**Run 1: clock wires, drivers and flops**

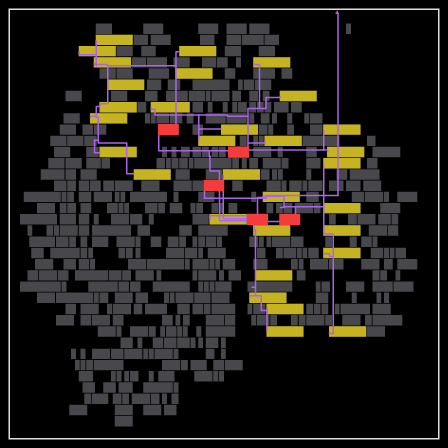
**Run 1: logic cells by family**

Scale bar: 20 µm.
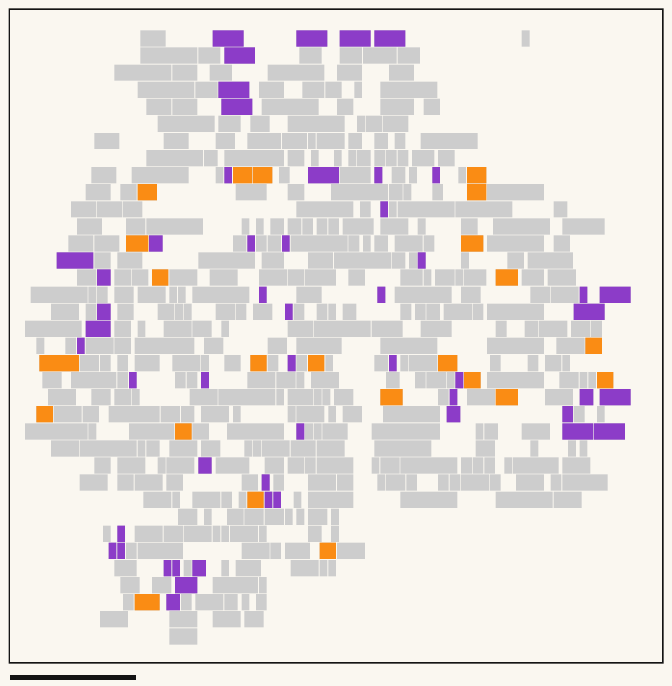
**Run 1: routing congestion**

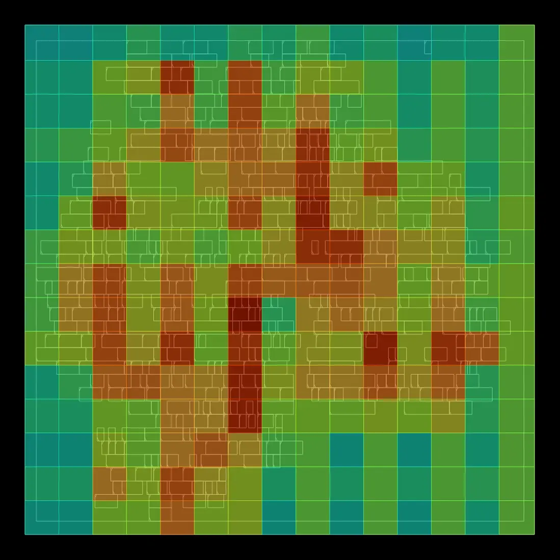
**Run 1: wiring by layer**

Scale bar: 20 µm.
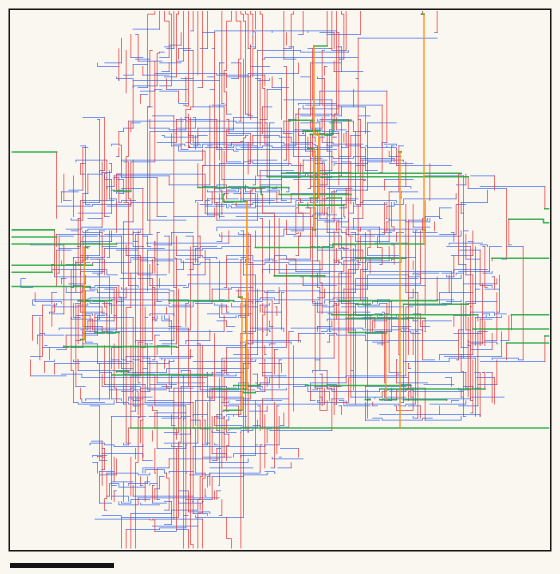
===== src/rtl/mem_block_copier.sv =====
// mem_block_copier: memmove-style block copy or block fill engine driving the single-port data memory.
// Copy costs one READ and one WRITE per word; fill costs one WRITE per word.
module mem_block_copier #(
    parameter int ADDR_WIDTH = 6,
    parameter int DATA_WIDTH = 8,
    parameter int MEM_DEPTH  = 50
) (
    input  logic                  clk,
    input  logic                  rst,
    input  logic                  start,
    input  logic                  modo,
    input  logic [ADDR_WIDTH-1:0] origem,
    input  logic [ADDR_WIDTH-1:0] destino,
    input  logic [ADDR_WIDTH-1:0] tamanho,
    input  logic [DATA_WIDTH-1:0] padrao,
    output logic                  busy,
    output logic                  done,
    output logic                  erro,
    output logic                  mem_read,
    output logic                  mem_write,
    output logic [ADDR_WIDTH-1:0] endereco,
    output logic [DATA_WIDTH-1:0] valor_escrita,
    input  logic [DATA_WIDTH-1:0] valor_saida
);
    typedef enum logic [1:0] {IDLE, READ, WRITE, DONE} state_t;
    localparam logic [ADDR_WIDTH:0] DEPTH = (ADDR_WIDTH+1)'(MEM_DEPTH);

    state_t state_q, state_d;
    logic modo_q, modo_d, desc_q, desc_d, erro_q, erro_d;
    logic [ADDR_WIDTH-1:0] src_q, src_d, dst_q, dst_d, cnt_q, cnt_d;
    logic [DATA_WIDTH-1:0] pad_q, pad_d;
    logic [ADDR_WIDTH:0] src_end, dst_end;
    logic fail, desc;

    // Ends are one bit wider so out-of-range requests cannot wrap into a valid range
    assign src_end = {1'b0, origem} + {1'b0, tamanho};
    assign dst_end = {1'b0, destino} + {1'b0, tamanho};
    assign fail = (dst_end > DEPTH) || (!modo && src_end > DEPTH);
    assign desc = !modo && (destino > origem) && ({1'b0, destino} < src_end);

    always_ff @(posedge clk or posedge rst) begin
        if (rst) begin
            state_q <= IDLE;
            modo_q  <= 1'b0;
            desc_q  <= 1'b0;
            erro_q  <= 1'b0;
            src_q   <= '0;
            dst_q   <= '0;
            cnt_q   <= '0;
            pad_q   <= '0;
        end else begin
            state_q <= state_d;
            modo_q  <= modo_d;
            desc_q  <= desc_d;
            erro_q  <= erro_d;
            src_q   <= src_d;
            dst_q   <= dst_d;
            cnt_q   <= cnt_d;
            pad_q   <= pad_d;
        end
    end

    always_comb begin
        state_d       = state_q;
        modo_d        = modo_q;
        desc_d        = desc_q;
        erro_d        = erro_q;
        src_d         = src_q;
        dst_d         = dst_q;
        cnt_d         = cnt_q;
        pad_d         = pad_q;
        done          = 1'b0;
        erro          = 1'b0;
        mem_read      = 1'b0;
        mem_write     = 1'b0;
        endereco      = '0;
        valor_escrita = '0;
        case (state_q)
            IDLE: if (start) begin
                modo_d  = modo;
                pad_d   = padrao;
                cnt_d   = tamanho;
                erro_d  = fail;
                desc_d  = desc;
                src_d   = desc ? origem + tamanho - 1'b1 : origem;
                dst_d   = desc ? destino + tamanho - 1'b1 : destino;
                state_d = (fail || tamanho == '0) ? DONE : (modo ? WRITE : READ);
            end
            READ: begin
                mem_read = 1'b1;
                endereco = src_q;
                state_d  = WRITE;
            end
            WRITE: begin
                mem_write     = 1'b1;
                endereco      = dst_q;
                valor_escrita = modo_q ? pad_q : valor_saida;
                cnt_d         = cnt_q - 1'b1;
                src_d         = desc_q ? src_q - 1'b1 : src_q + 1'b1;
                dst_d         = desc_q ? dst_q - 1'b1 : dst_q + 1'b1;
                state_d       = (cnt_q == ADDR_WIDTH'(1)) ? DONE : (modo_q ? WRITE : READ);
            end
            DONE: begin
                done    = 1'b1;
                erro    = erro_q;
                state_d = IDLE;
            end
            default: state_d = IDLE;
        endcase
    end

    assign busy = state_q != IDLE;
endmodule


===== config.mk =====
export PLATFORM = sky130hd
export DESIGN_NAME = mem_block_copier
export DESIGN_NICKNAME = d
export VERILOG_FILES = /design/src/rtl/mem_block_copier.sv
export SDC_FILE = /design/constraint.sdc
export NUM_CORES = 1
export LEC_CHECK = 0
export CAP_MARGIN = 20
export CORE_MARGIN = 2
export CORE_UTILIZATION = 35
export CTS_BUF_LIST = sky130_fd_sc_hd__clkbuf_8 sky130_fd_sc_hd__clkbuf_16
export CTS_CLUSTER_SIZE = 30
export DETAILED_ROUTE_END_ITERATION = 8
export DONT_BUFFER_PORTS = 1
export GPL_ROUTABILITY_DRIVEN = 0
export GPL_TIMING_DRIVEN = 0
export PLACE_DENSITY = 0.58
export SLEW_MARGIN = 30
export SYNTH_ARGS = -nofsm -noshare
export SYNTH_HDL_FRONTEND = slang
export SYNTH_SLANG_ARGS = --single-unit

===== constraint.sdc =====
create_clock -name clk -period 2.75 [get_ports clk]
set_input_delay 0.825 -clock clk [delete_from_list [all_inputs] [get_ports clk]]
set_output_delay 0.825 -clock clk [all_outputs]
set_load 0.1 [all_outputs]

==> summary.txt, run 1 <==
run results: Pre-Place Util 0.3584, WL met1 4358 µm, CP cell instances ha_4, fa_2, a211oi_4, buf_4, nor2_4, nor2_2, or2_4, ha_4, inv_2, o31a_4, o221ai_4, buf_4, o21ai_2, a221o_1, Clock Latency Late Sink 0.28 ns, setup ws final -0.5115 ns, Post-Syn Area 3487 µm², Comb gates 313, Crit. End Element flip-flop, outcome complete, but fails checks, Die Y 103.8 µm, GRT Residual Overflow 0, top cell class by occupied area logic gates, stages on the worst setup path 14, Sw Pwr 0.0004503 W, # clk buffers 6, detailed route wirelength on metal2 4989 µm, Final TNS setup -7.778 ns, Slew @ Worst Pin 0.9093 ns, first-pass GRT wire length 16860 µm, combinational cell power 0.000526 W, Buf/Inv on CP 3, Post-synth EDFFs 0, H-tree levels 2, Max Cap Viol 0, CTS tree built, yosys stat area 3487 µm², final instance area 4588 µm², sequential power share 0.312, grt met3 use 0.03902, hold slack 0.5106 ns, worst min path class reg2reg, placed cells 544, PwrDens 317.8 nW/µm², count of final setup violators 29, Final HPWL DP 7887 µm, failing checks negative setup slack, DR pass1 iterations 5, FF+latch area 777.0 µm², number of remaining DRC errors 0, Root Buffer clkbuf_8, clock slew at reported path FFs 0.07 ns, remaining antenna violation count after routing 0, Sw Ratio 0.3089, CTS Buf Count 5, core box area 9729 µm², CP arrival 3.43 ns, largest stage delay on the critical path 0.37 ns, fin. max-slew vios 0, Crit Path Max Fanout 7, DR iter-0 viols 147, CTS Hold Bufs 0, RR Endpoint dst_q[5], metal3 WL 640 µm, RSZ-0062 raised after global routing true, Placed Area 3845 µm², adder share 0.2318, XOR Share, Synth 0.04521, logic gate share of total power 0.360, CTS Sinks 31, Required @ worst endpoint 2.92 ns, Setup WS pre-CTS -0.9938 ns, Crit path max-delay family AND-OR/OR-AND gates, total power 0.001458 W, highest routed layer met4, buffer share of cell area 0.09626, Leak 2.144 nW, die width 103.8 µm, final hold viol count 0, Hold Path Stages 1, R2R cell count 8, num ports 57, tool warnings 43, largest net degree at the start of global routing 32, CP Launch Type input pin
Notes on 'clock wires, drivers and flops' above:
Purple is clock wires, length 480 µm. Yellow is flip-flops, count 31. Red is clock-net drivers, count 5.
There are 6 routed clock nets.
Clock group: 0.000477 W
clock share of power: 0.327
clock skew: 0.01386 ns

Notes on 'logic cells by family' above:
Purple is nor cells, cells 52, where widely spread. Orange is non-inverting ao/oa cells, cells 23.
Comb area share: 0.6231
Post-Layout Cell Count: 589
most used logic cell in the final layout: inv_1

Notes on 'routing congestion' above:
WL per Instance: 17.35 µm
met1 GRT Util: 0.2527

Notes on 'wiring by layer' above:
Blue is M1, wire length 4360 µm. Green is M3, wire length 641 µm. Red is M2, wire length 4990 µm. Orange is M4, wire length 231 µm.
DRT Wirelength: 10220 µm
GRT Util Overall: 0.1930
via count: 3148

[run 1: synthesized netlist by cell type (all sizes together) (2+ instances only)]
cell type	instances	area, µm²
a211oi	5	52.55
a21o	7	52.55
a21oi	34	170.2
a221o	4	40.04
a22oi	5	37.54
a31oi	3	18.77
and2	2	12.52
and3	3	18.77
buf	2	16.26
clkbuf	9	33.78
dfrtp	31	775.7
fa	6	120.1
ha	55	688.2
inv	56	210.2
mux2	9	101.4
mux2i	14	140.1
nand2	24	90.09
nand2b	5	31.28
nand3	6	30.03
nor2	31	116.4
nor2b	18	112.6
nor3	3	15.01
o21a	3	22.52
o21ai	21	112.6
o21bai	3	22.52
o221ai	3	43.80
o22a	4	35.03
o22ai	6	37.54
o31a	2	18.77
o31ai	2	15.01
or3	3	18.77
xnor2	12	105.1
xor2	6	52.55
--- run 2 (diff from run 1) ---
SETUP_SLACK_MARGIN = 0.4   (was default)
**Run 2: clock wires, drivers and flops**

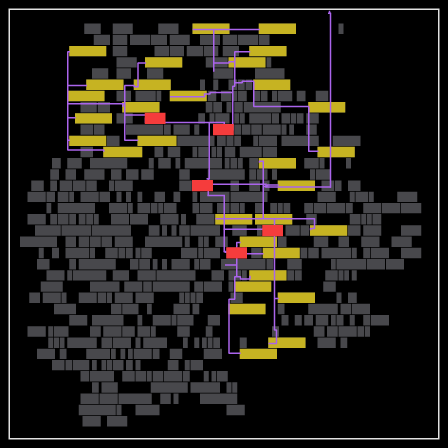
Red is clock-net drivers, count 5. Purple is clock wires, length 478 µm. Yellow is flip-flops, count 31.
There are 6 routed clock nets.
clock skew: 0.01356 ns
Clock Latency Late Sink: 0.29 ns

==> run 2 against run 1 <==
- the run still ends with negative setup slack left
- area after synthesis did not move
- first-iteration DRC count increased by 6.1%
- clock power decreased by 0.8%
- sequential cell count did not move
- worst hold slack worse by 0.0020 ns
- die size unchanged
- critical endpoint unchanged
- largest power group unchanged
- highest routed layer unchanged
==> summary.txt, run 2 <==
run results: Post-Syn Area 3487 µm² (unchanged), failing checks negative setup slack, CP Launch Type input pin, worst min path class in2async, top cells by area dfrtp_1 22%, ha_1 20%, inv_1 6.0%, sequential power share 0.315 (+0.003), setup ws final -0.4714 ns (+0.04015 ns), number of remaining DRC errors 0 (unchanged), Post-Layout Cell Count 583 (-1.0%), buffer share of cell area 0.08572 (-0.01054), first-pass GRT wire length 16740 µm (-0.74%), Buf/Inv on CP 3 (unchanged), Leak 2.125 nW (-0.89%), final hold viol count 0 (unchanged), outcome complete, but fails checks, count of final setup violators 27 (-6.9%), placed cells 544 (unchanged), Root Buffer clkbuf_8, CTS Buf Count 5 (unchanged), remaining antenna violation count after routing 0 (unchanged), H-tree levels 2 (unchanged), yosys stat area 3487 µm² (unchanged), WL met1 4616 µm (+5.9%), logic gate share of total power 0.359 (about the same), detailed route wirelength on metal2 5104 µm (+2.3%), GRT Util Overall 0.1914 (-0.001620), Top-area cell share 0.2225 (unchanged), CP arrival 3.38 ns (-0.05 ns), grt met3 use 0.03210 (-0.006923), via count 3130 (-0.57%), Sw Ratio 0.3126 (+0.003791), largest net degree at the start of global routing 32 (unchanged), combinational cell power 0.000520 W (-1%), fin. max-slew vios 0 (unchanged), CP cell instances inv_8, ha_4, a211oi_4, o21bai_1, a21oi_2, xnor2_1, inv_1, ha_4, o21ai_2, o31a_4, o221ai_4, buf_6, o21ai_4, a221o_1
## run 2: repair_timing
action / CTS / global route
cloned: 4 / 0
setup buffers: 22 / 5
resized: 64 / 28
pin swaps: 23 / 21
setup endpoints to repair: 31 / 32
## run 2: worst max path at each step
| stage | start | cells past startpoint | slack, ns | endpoint |
|---|---|---|---|---|
| finish | origem[1] | 14 | -0.47 | dst_q[5] |
| global route | tamanho[2] | 14 | -0.57 | dst_q[5] |
| CTS | origem[0] | 12 | -0.43 | dst_q[5] |
| detailed placement | tamanho[2] | 13 | -0.99 | dst_q[5] |
| global placement | tamanho[2] | 13 | -0.92 | dst_q[5] |
| floorplan | origem[0] | 12 | -0.58 | dst_q[2] |
--- run 3 (diff from run 2) ---
CORE_MARGIN = 5   (was 2)
**Run 3: placement density heat map**

The die is cut into 11 by 11 equal tiles; dark blue is low, red is high, 0 to 100% covered.
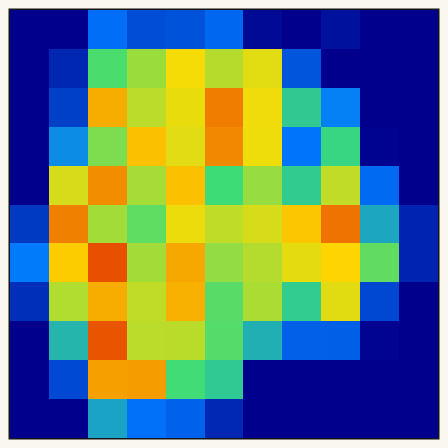
28% of the tiles are nearly empty. The fullest tile reaches 91%. The densest ninth of the die: center. The mean over all tiles is 37%. 15% of the tiles are over 75% full.
Pre-Place Util: 0.3584
final core occ: 0.4806
core box area: 9729 µm²

==> run 3 against run 2 <==
- the flow still finishes with violations (negative setup slack)
- worst setup slack lost 0.072 ns
- critical path depth unchanged
- die size is 12% higher
- global-route usage is 2.5 points lower
- final cell count grew 0.17%
- sequential power is essentially flat
- largest cell class unchanged
==> summary.txt, run 3 <==
run results: GRT Util Overall 0.1668 (-0.02465), largest net degree at the start of global routing 32 (unchanged), placed cells 544 (unchanged), setup ws final -0.5431 ns (-0.07173 ns), cycle use final 1.197, failing checks negative setup slack, outcome complete, but fails checks, Post-Layout Cell Count 584 (+0.17%), Sw Ratio 0.3280 (+0.01537), Root Buffer clkbuf_8, Slew HR 0.5146, grt met3 use 0.03464 (+0.002549), stages on the worst setup path 14 (unchanged), number of remaining DRC errors 0 (unchanged), first-pass GRT wire length 15570 µm (-7.0%), post-cts resize count 51 (-20%), H-tree levels 2 (unchanged), WL met1 4242 µm (-8.1%), Post-Syn Area 3487 µm² (unchanged), Top-area cell share 0.2225 (unchanged), Clock Latency Late Sink 0.29 ns (about the same), fin. max-slew vios 0 (unchanged), final hold viol count 0 (unchanged), top cells by area dfrtp_1 22%, ha_1 20%, inv_1 6.0%, via count 3062 (-2.2%), logic gate share of total power 0.389 (+0.030), Critical Path Source origem[1], n_taps 133, Post-CTS Repair Setup Buffers 16 (-27%), yosys stat area 3487 µm² (unchanged), detailed route wirelength on metal2 5162 µm (+1.1%), WL per Instance 17.28 µm, remaining antenna violation count after routing 0 (unchanged), CTS Buf Count 5 (unchanged), CP arrival 3.46 ns (+0.08 ns), final instance area 4676 µm², worst min path class reg2reg, clock skew 0.008353 ns (-0.005202 ns), buffer share of cell area 0.08857 (+0.002852), sequential power share 0.340 (+0.025), combinational cell power 0.000522 W (about the same), count of final setup violators 27 (unchanged), CP cell instances inv_12, ha_4, a211oi_4, o21bai_1, a21oi_1, xnor2_1, inv_1, ha_4, o21ai_2, o31a_4, o221ai_4, buf_6, o21ai_2, a221o_1
## run 3: cell counts after synthesis
No cell type changed its count.
## run 3: worst min-delay path by stage
stage,to,slack [ns],depth (start not counted)
finish,pad_q[3],0.50,1
global placement,pad_q[6],0.49,1
detailed placement,pad_q[3],0.50,1
floorplan,pad_q[6],0.48,1
CTS,pad_q[3],0.51,1
global route,pad_q[0],0.53,1
## run 3: cell families (layout without fill, tap and decap cells)
group	count (synthesis)	count (layout)	synth area share
adder cells (fa/ha/maj)	61	61	0.2318
XOR/XNOR	18	18	0.04521
AND/OR/NAND/NOR	99	99	0.1364
buffers and inverters	67	107	0.07463
AND-OR/OR-AND	112	112	0.2203
flip-flops	31	31	0.2225
multiplexers	23	23	0.06925
No activity file was given, so power comes from the tool's default toggle rates.
